Cell classes on the final placement:
Scale: 8 px per µm. Fill, decap, tap and diode cells in gray.
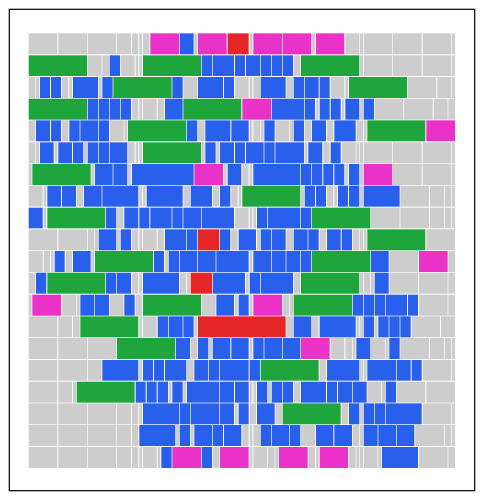
Routing congestion map:
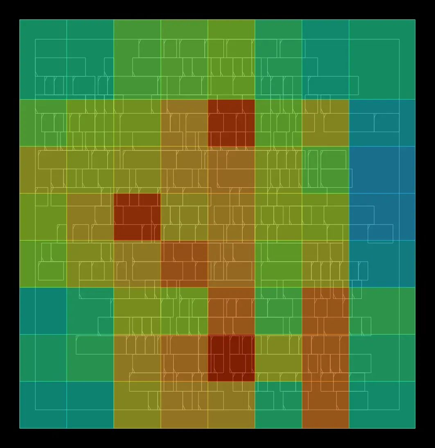
Sequential cells grouped by signal name:
Scale: 8 px per µm. Other sequential cells in the stronger gray, the rest of the logic in the fainter gray.
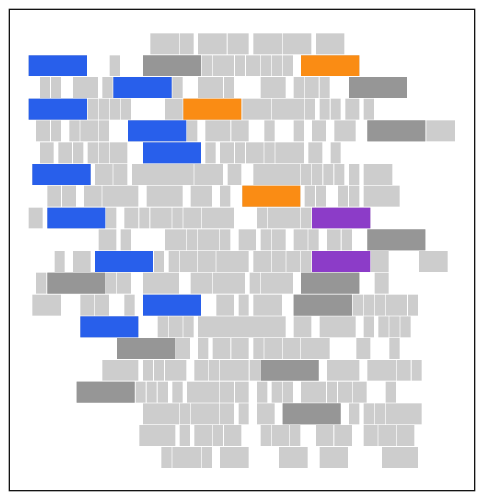
Clock wires, drivers and flops:
Scale: 10 px per µm.
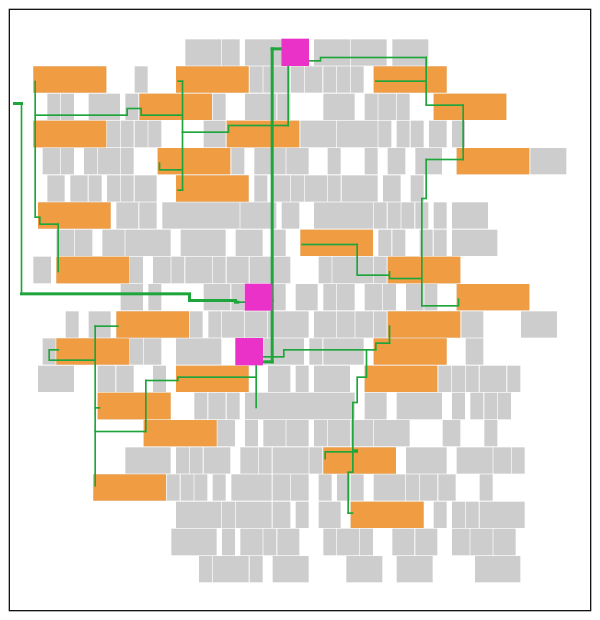
Supply network:
Scale: 6 px per µm. Pins as bars on the die edge.
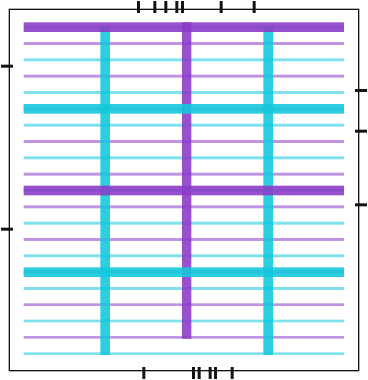
==> config.mk <==
export PLATFORM = sky130hd
export DESIGN_NAME = cve2_core_restart_ctrl_flat
export DESIGN_NICKNAME = d
export VERILOG_FILES = /design/src/rtl/cve2_restart_pkg.sv /design/src/rtl/cve2_core_restart_ctrl_if.sv /design/src/rtl/cve2_outstanding_cnt.sv /design/src/rtl/cve2_core_restart_ctrl.sv /design/src/flat_wrapper.sv
export SDC_FILE = /design/constraint.sdc
export NUM_CORES = 1
export LEC_CHECK = 0
export ABC_AREA = 1
export CORE_AREA = 2 2 56 58
export DETAILED_ROUTE_END_ITERATION = 10
export DIE_AREA = 0 0 58 60
export PLACE_DENSITY = 0.89
export SLEW_MARGIN = 20
export SYNTH_ARGS = -nofsm -noshare
export SYNTH_HDL_FRONTEND = slang
export SYNTH_SLANG_ARGS = --single-unit
==> constraint.sdc <==
create_clock -name clk_i -period 4.9 [get_ports clk_i]
set_input_delay 0.49 -clock clk_i [delete_from_list [all_inputs] [get_ports clk_i]]
set_output_delay 0.49 -clock clk_i [all_outputs]
set_load 0.005 [all_outputs]
==> impl_metrics.tcl <==
# flow metrics
set metrics [dict create \
    drc 0 \
    ant_nets 0 \
    vias 1485 \
    cp.depth 5 \
    cts.clk_slew.worst_paths_ns 0.15 \
    simple_gate_area_share_pct 38.64 \
    layout_setup_ws_ns 2.652 \
    clockRootBuffer "clkbuf_4" \
    grt_pass1_vias 1452 \
    drt_wl_total_mm 3.216 \
    critPathLaunchType "flip-flop" \
    cp_slowest_stage_delay_ns 0.50 \
    hold_class "flip-flop to flip-flop" \
    via_per_inst 5.247 \
    fmax_mhz 444.8 \
    slew_headroom_pct 72.87 \
    skew_ns 0.01833 \
    top_area_share_pct 31.40 \
    avgSynthCellArea_um2 7.208 \
    top_area_cell "dfxtp_1" \
    maxCapViolCount 0 \
    fin_crit_sh_pct 45.88 \
    clock-sinks 26 \
    crit_buf_inv 2 \
    maxSlewViolCount 0 \
    min_path_cells 1 \
    warnings 30 \
    drtIter0Drc 73 \
    p_leak_nw 0.8303 \
    r2r_setup_slack_ns 3.01 \
    aoi_share_pct 13.43 \
    power.density_nw_per_um2 348.4 \
    h-tree-depth 1 \
    layout-drive-gt1-share_pct 18.00 \
    syn_to_final_growth_pct 15.70 \
    worst_pin_slew_ns 0.4057 \
    ys_sh_xor_pct 0.5283 \
    yosys_cells 230 \
    gp_congestion 0.8744 \
    syn_nets 249 \
    top_logic_kind "simple AND/OR/NAND/NOR gates" \
    power_mw 0.6683 \
    crit_family "buffers and inverters" \
    fp_util_pct 57.11 \
    synth_cell_types 35 \
    yosys_warnings 0 \
    status "completed" \
    crit_chain "inv_2, nand2_1, nor2_1, nor2_1, clkdlybuf4s50_1" \
    final_nets 270 \
    final.setup.tns_ns 0 \
    synth-edff-count 0 \
    async_reset_ff_share_pct 0 \
    io_buffers 17 \
    cts_buffers 3 \
    topCellsByArea "dfxtp_1, nand2_1, inv_1" \
    cts_resized 0 \
    yosys-stat-area_um2 1658 \
    hold_violations 0 \
    drt_first_pass_iters 4 \
    dpl.hpwl_mm 2.519 \
    chipArea_um2 3480 \
    ys.flop_type "dfxtp_1" \
    grt_start_max_net_pins 16 \
    setup_violations 0 \
    holdBufCountCts 0 \
    path_common_cell "nor2_1" \
    syn_inst 230 \
    cts_tree "done" \
    clock_path_buffers 2 \
    rows 20 \
    adder_share_pct 6.038 \
    arrival_ns 1.76 \
    largest_register_ffs 10 \
    overflow 0 \
    critical_path.endpoint_type "output pin" \
    finalCriticalPeriod_ns 2.248 \
    grt_setup_unrepaired "false" \
    critPathRequiredTime_ns 4.41 \
]
Back to the opening pictures, 'cell classes on the final placement':
[clock drivers and dummy loads] red | cells: 4 | share of their area: 2.8%
[remaining buffers and delay cells] magenta | cells: 17 | share of their area: 9.1%
[remaining logic cells] blue | cells: 203 | share of their area: 60%
[registers] green | cells: 26 | share of their area: 28%
Core Footprint: 2903 µm²
Seq/total area: 27.14%

Back to the opening pictures, 'routing congestion map':
WL/cell: 11.36 µm
total global-route track usage: 21.37%
met3 Use GR: 3.463%
global routing usage on met2: 37.66%

Back to the opening pictures, 'sequential cells grouped by signal name':
[u_core.state_q] orange | sequential cells: 3
[u_core.to_q] blue | sequential cells: 10
[u_core.hold_q] purple | sequential cells: 2
Flop area: 520.5 µm²
total sequential power: 0.256 mW
Final Core Density: 66.08%

Back to the opening pictures, 'clock wires, drivers and flops':
[clock wires] green | length: 314 µm
[flip-flops] orange | count: 26
[clock-net drivers] magenta | count: 3
routed clock nets: 4
clk_lat worst skew: 0.34 ns
Clk. pwr: 0.149 mW

Back to the opening pictures, 'supply network':
[VDD] purple
[VSS] cyan
met5 straps: 4
signal pins: 18
met4 straps: 3
met1 rails: 21
rows: 20
chip width: 58 µm
worst IR drop on VDD: 0.1951 mV

==> placed cells by master (no fill, tap or decap), types with 2 or more instances in the layout <==
master	instances
nor2_4	4
clkbuf_4	3
nand4_1	7
clkdlybuf4s50_1	17
o21bai_1	2
nand3_2	3
nand2_2	7
inv_1	36
a21oi_1	10
o21ai_1	6
o211ai_1	3
dfxtp_1	26
nor2_1	18
nand2_4	4
a31oi_1	3
nand3_1	12
nor3_1	2
o21ai_0	6
nor2_2	10
ha_1	8
nand2_1	41
inv_2	7
==> cell families (layout without fill, tap and decap cells) <==
group                      after synthesis  after routing
buffers and inverters                   44             64
xor gates and xnor gates                 1              1
adders and majority gates                8              8
and+or+nand+nor                        114            114
AOI/OAI and AO/OA                       37             37
DFF                                     26             26
==> cell usage after synthesis, types with 2 or more instances <==
cell      number
nand2_2        7
a31oi_1        3
ha_1           8
o21ai_0        6
nor2_2        10
nand3_2        3
inv_1         36
a21oi_1       10
nor2_1        18
nand3_1       12
nor3_1         2
o21ai_1        6
nand4_1        7
nand2_4        4
o21bai_1       2
dfxtp_1       26
o211ai_1       3
nor2_4         4
nand2_1       41
inv_2          7
==> layout make-up <==
type,instances,area [µm²]
clock buffer,3,22.52
clock inverter,1,30.03
fill,243,984.7
inverter,43,161.4
multi-input combinational,160,972.2
sequential,26,520.5
tap,33,41.29
timing repair buffer,17,170.2
==> routing by layer <==
metal	wire length, µm	vias to the layer above	share of wire (%)	track usage [%]
met4	31	0	0.96	7.309
met3	122	3	3.8	3.463
met5	0	-	0	0
li1	-	786	-	-
met2	1585	33	49	37.66
met1	1477	663	46	26.47
==> through the flow <==
step	hold WS [ns]	instance area [µm²]	utilization, %	std cells
2_1_floorplan	0.3982	1658	-	230
3_3_place_gp	0.4088	1866	64.27	279
3_5_place_dp	0.4182	1866	64.27	279
4_1_cts	0.4386	1918	66.08	283
5_1_grt	0.4634	1918	66.08	283
6_report	0.4348	1918	66.08	283
==> report_power, final <==
part	internal [mW]	switching, mW	total, mW
registers	0.235	0.0209	0.256
clock network	0.0828	0.0665	0.149
logic	0.110	0.153	0.263
Power and IR drop assume default switching activity.
